===== config.mk =====
export PLATFORM = sky130hd
export DESIGN_NAME = sd_cmd_controller
export DESIGN_NICKNAME = d
export VERILOG_FILES = /design/src/rtl/sd_cmd_pkg.sv /design/src/rtl/sd_crc7.sv /design/src/rtl/sd_cmd_controller.sv
export SDC_FILE = /design/constraint.sdc
export NUM_CORES = 1
export LEC_CHECK = 0
export ABC_AREA = 1
export CAP_MARGIN = 40
export CORE_AREA = 5 5 175 177
export DETAILED_ROUTE_END_ITERATION = 8
export DIE_AREA = 0 0 180 182
export GPL_TIMING_DRIVEN = 0
export MAX_ROUTING_LAYER = met4
export PLACE_DENSITY = 0.65
export SLEW_MARGIN = 25
export SYNTH_ARGS = -nofsm -noshare
export SYNTH_HDL_FRONTEND = slang
export SYNTH_SLANG_ARGS = --single-unit

===== constraint.sdc =====
create_clock -name CLK -period 3.05 [get_ports CLK]
set_input_delay 0.305 -clock CLK [delete_from_list [all_inputs] [get_ports CLK]]
set_output_delay 0.305 -clock CLK [all_outputs]
set_load 0.01 [all_outputs]

===== src/rtl/sd_cmd_pkg.sv =====
// rtl/sd_cmd_pkg.sv - shared state encoding, response codes and frame constants for the SD CMD path
package sd_cmd_pkg;

  typedef enum logic [2:0] {
    ST_IDLE,
    ST_LOAD,
    ST_SEND,
    ST_WAIT_RESP,
    ST_RECV,
    ST_DONE
  } state_t;

  localparam logic [1:0] RESP_NONE  = 2'b00;
  localparam logic [1:0] RESP_SHORT = 2'b01;
  localparam logic [1:0] RESP_LONG  = 2'b10;

  localparam logic START_BIT = 1'b0;
  localparam logic TX_BIT    = 1'b1;
  localparam logic END_BIT   = 1'b1;

  localparam logic [6:0] CRC7_POLY = 7'h09;

endpackage


===== src/rtl/sd_crc7.sv =====
// rtl/sd_crc7.sv - combinational CRC7 (x^7+x^3+1) over a 40-bit command head, MSB first, seed 0
module sd_crc7
  import sd_cmd_pkg::*;
(
  input  logic [39:0] data,
  output logic [6:0]  crc
);

  always_comb begin
    crc = '0;
    for (int i = 39; i >= 0; i--) begin
      crc = {crc[5:0], 1'b0} ^ ({7{data[i] ^ crc[6]}} & CRC7_POLY);
    end
  end

endmodule


===== src/rtl/sd_cmd_controller.sv =====
// rtl/sd_cmd_controller.sv - sequences one SD command: frame build, serializer handoff, response wait/receive
module sd_cmd_controller
  import sd_cmd_pkg::*;
#(
  parameter int NCR_MAX = 64,
  parameter int RX_MAX  = 255,
  parameter int CNT_W   = 8
) (
  input  logic         CLK,
  input  logic         RESET,
  input  logic         req,
  input  logic [5:0]   cmd_index,
  input  logic [31:0]  cmd_argument,
  input  logic [1:0]   resp_type,
  output logic         busy,
  output logic         done,
  output logic         timeout_err,
  output logic         resp_err,
  output logic         start_sending,
  output logic [47:0]  parallel_out,
  input  logic         finished,
  input  logic         cmd_line_in,
  output logic         start_receiving,
  output logic         resp_long,
  input  logic         receive_done,
  input  logic [135:0] response_in,
  output logic [135:0] response
);

  localparam logic [CNT_W-1:0] NCR_LAST = CNT_W'(NCR_MAX - 1);
  localparam logic [CNT_W-1:0] RX_LAST  = CNT_W'(RX_MAX - 1);

  state_t            state;
  logic [5:0]        idx_q;
  logic [31:0]       arg_q;
  logic [1:0]        rtype_q;
  logic [CNT_W-1:0]  cnt;
  logic [39:0]       head;
  logic [6:0]        crc;

  assign head = {START_BIT, TX_BIT, idx_q, arg_q};

  sd_crc7 u_crc7 (
    .data (head),
    .crc  (crc)
  );

  always_ff @(posedge CLK) begin
    if (RESET) begin
      state           <= ST_IDLE;
      idx_q           <= '0;
      arg_q           <= '0;
      rtype_q         <= '0;
      cnt             <= '0;
      busy            <= 1'b0;
      done            <= 1'b0;
      timeout_err     <= 1'b0;
      resp_err        <= 1'b0;
      start_sending   <= 1'b0;
      parallel_out    <= '0;
      start_receiving <= 1'b0;
      resp_long       <= 1'b0;
      response        <= '0;
    end else begin
      case (state)
        ST_IDLE: begin
          if (req) begin
            idx_q       <= cmd_index;
            arg_q       <= cmd_argument;
            rtype_q     <= resp_type;
            timeout_err <= 1'b0;
            resp_err    <= 1'b0;
            busy        <= 1'b1;
            state       <= ST_LOAD;
          end
        end
        ST_LOAD: begin
          parallel_out  <= {head, crc, END_BIT};
          start_sending <= 1'b1;
          state         <= ST_SEND;
        end
        ST_SEND: begin
          // The CMD line is deliberately not looked at here; a low level
          // coinciding with finished is still our own transmission.
          if (finished) begin
            start_sending <= 1'b0;
            cnt           <= '0;
            if (rtype_q == RESP_NONE) begin
              done  <= 1'b1;
              state <= ST_DONE;
            end else begin
              state <= ST_WAIT_RESP;
            end
          end
        end
        ST_WAIT_RESP: begin
          if (!cmd_line_in) begin
            start_receiving <= 1'b1;
            resp_long       <= (rtype_q == RESP_LONG);
            cnt             <= '0;
            state           <= ST_RECV;
          end else if (cnt == NCR_LAST) begin
            timeout_err <= 1'b1;
            done        <= 1'b1;
            state       <= ST_DONE;
          end else begin
            cnt <= cnt + 1'b1;
          end
        end
        ST_RECV: begin
          // Data arriving on the last allowed cycle beats the timeout.
          if (receive_done) begin
            start_receiving <= 1'b0;
            if (resp_long) begin
              response <= response_in;
            end else begin
              response <= {88'b0, response_in[47:0]};
              resp_err <= response_in[46] | ~response_in[0];
            end
            done  <= 1'b1;
            state <= ST_DONE;
          end else if (cnt == RX_LAST) begin
            start_receiving <= 1'b0;
            timeout_err     <= 1'b1;
            done            <= 1'b1;
            state           <= ST_DONE;
          end else begin
            cnt <= cnt + 1'b1;
          end
        end
        ST_DONE: begin
          done  <= 1'b0;
          busy  <= 1'b0;
          state <= ST_IDLE;
        end
        default: state <= ST_IDLE;
      endcase
    end
  end

endmodule


==> run_results.csv <==
group,metric,value,unit
worst_setup_path,reg2reg_from,"state[0]",
cells_and_area,comb_area_share,0.298,
clocking,clk_pin_slew,0.06,ns
sta,rsz0062_at_grt,"false",
run,drv_cap,0,
cells_and_area,clkCellAreaFrac,0.0621,
status,status,"finished clean",
route,postRouteAntennaNets,0,
sta,post-route-period-util,0.883,
placement,post-place-ws,-0.0736,ns
sta,slew_viol_final,0,
sta,min_period,2.69,ns
cells_and_area,nonClkBufAreaFrac,0.267,
worst_setup_path,critPathArrivalTime,3.12,ns
cells_and_area,reg_top3,"response: 136 flops, parallel_out: 46 flops, arg_q: 32 flops",
worst_setup_path,r2r.worst_path.cells,10,
logic_synthesis,ys_area,9950,um2
sta,worstMarginPinSlew,0.794,ns
clocking,numCtsBuffers,27,
grt,grt_pass1_vias,10800,
power,vdd_drop_max,583,uV
route,drt-total-wl,38.3,mm
worst_setup_path,reg2reg_to,"response[13]",
cells_and_area,ff_latch_area,4800,um2
logic_synthesis,yosysWarnings,0,
hold_path,hp-class,"input pin to register",
cells_and_area,logic_area,4490,um2
grt,grt_pass1_wl,59.0,mm
run,openroad.warnings,27,
clocking,htree_num_levels,1,
hold_path,hp-start,"response_in[65]",
route,drc,0,
hold_path,hold_depth,3,
cells_and_area,final_core_util,0.518,
logic_synthesis,synth-seq-cells,240,
grt,grt-ovfl-total,0,
floorplan,chip_area,32800,um2
power,p_sw_frac,0.446,
per-layer routing:
| layer | track usage | wire [um] | part of all wire | vias to the layer above |
|---|---|---|---|---|
| li1 | - | - | - | 5328 |
| met2 | 0.384 | 18400 | 0.48 | 367 |
| met4 | 0.0661 | 1190 | 0.031 | 0 |
| met3 | 0.0705 | 3100 | 0.081 | 81 |
| met5 | - | 0 | 0 | - |
| met1 | 0.264 | 15500 | 0.41 | 4947 |
power by group through the flow:
| stage | Combinational, mW | Clock [mW] | Sequential [mW] |
|---|---|---|---|
| after floorplan | 5.60 | 0 | 4.12 |
| after global placement | 7.93 | 0 | 4.01 |
| after detailed placement | 8.09 | 0 | 4.03 |
| after CTS | 8.14 | 3.45 | 3.97 |
| after global routing | 9.18 | 3.59 | 4.03 |
| final | 8.15 | 3.38 | 3.97 |
how the worst max path moves through the flow:
stage	startpoint	end	slack (ns)	cells past startpoint
final	state[0]	response[13]	0.36	10
after global routing	state[1]	response[13]	0.06	10
after CTS	state[0]	response[13]	0.02	11
after detailed placement	receive_done	response[43]	-0.07	9
after global placement	receive_done	response[43]	-0.009	9
after floorplan	idx_q[2]	parallel_out[6]	0.93	23
kinds of logic (layout without fill, tap and decap cells):
| group | Yosys count | in the layout | share of synthesized area |
|---|---|---|---|
| XOR/XNOR | 6 | 6 | 0.00528 |
| buffers and inverters | 170 | 589 | 0.0661 |
| flip-flops | 240 | 240 | 0.483 |
| adder cells (fa/ha/maj) | 2 | 2 | 0.00251 |
| AND-OR/OR-AND | 323 | 323 | 0.166 |
| AND/OR/NAND/NOR | 632 | 632 | 0.277 |
| other | 1 | 3 | 0.000377 |
cells in the mapped netlist:
master | instances | area share
a2111oi_0 | 1 | 0.00088
a211oi_1 | 2 | 0.0015
a21oi_1 | 179 | 0.090
a21oi_2 | 1 | 0.00088
a221oi_1 | 1 | 0.00088
a31oi_1 | 2 | 0.0013
and3_1 | 1 | 0.00063
buf_1 | 3 | 0.0011
buf_2 | 1 | 0.00050
buf_4 | 3 | 0.0023
buf_6 | 1 | 0.0011
clkbuf_1 | 75 | 0.028
clkinv_1 | 1 | 0.00038
conb_1 | 1 | 0.00038
dfxtp_1 | 240 | 0.48
ha_1 | 2 | 0.0025
inv_1 | 76 | 0.029
inv_2 | 10 | 0.0038
nand2_1 | 291 | 0.11
nand2_2 | 40 | 0.025
nand3_1 | 142 | 0.071
nand3_2 | 11 | 0.011
nand3b_1 | 1 | 0.00075
nand4_1 | 4 | 0.0025
nor2_1 | 130 | 0.049
nor2_2 | 2 | 0.0013
nor3_1 | 8 | 0.0040
nor4_1 | 1 | 0.00063
o211ai_1 | 1 | 0.00075
o21a_1 | 5 | 0.0038
o21ai_0 | 129 | 0.065
o21ai_1 | 1 | 0.00050
o21bai_1 | 1 | 0.00075
or2_2 | 1 | 0.00063
xnor2_1 | 3 | 0.0026
xor2_1 | 3 | 0.0026
worst max-delay path, stage by stage (launching register included):
cell	delay, ns
dfxtp_1	0.32
nor2_1	0.11
inv_1	0.07
nor2_1	0.22
inv_1	0.17
nor2_2	0.32
inv_1	0.34
clkbuf_1	0.37
clkbuf_1	0.37
nor2_1	0.25
nor2_1	0.07
clk_routes.png
Drawn at 2 px/um.
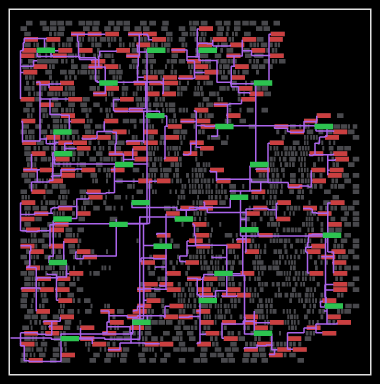
[purple] clock wires | length: 3270 um
[red] flip-flops | count: 240
[green] clock drivers | count: 27
flops lie: spread over the die

io_fan.png
Drawn at 2 px/um.
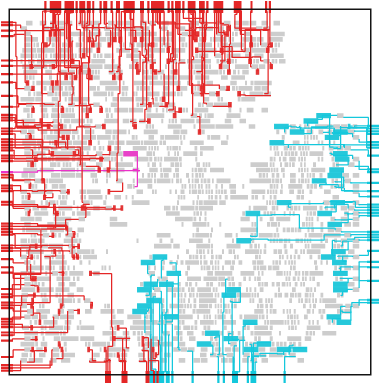
| colour | port | bits | direction | edge | end cells | buffers | wire |
|---|---|---|---|---|---|---|---|
| cyan | `parallel_out` | 48 | output | 28 right, 20 bottom | 47 | 49 | 1600 um |
| magenta | `resp_err` | 1 | output | left | 1 | 1 | 84.3 um |
| red | `response_in` | 136 | input | 67 top, 59 left, 10 bottom | 137 | 136 | 4760 um |
port bufs: 369
I/O pin count: 373

clocks.png
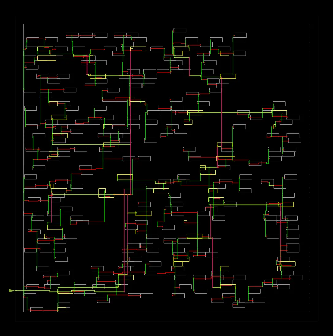
Late-Pin Clk Latency: 0.54 ns
clk_buf instances: 40
clock skew: 0.0156 ns
seq_cells: 240

No activity file was given, so power comes from the tool's default toggle rates.
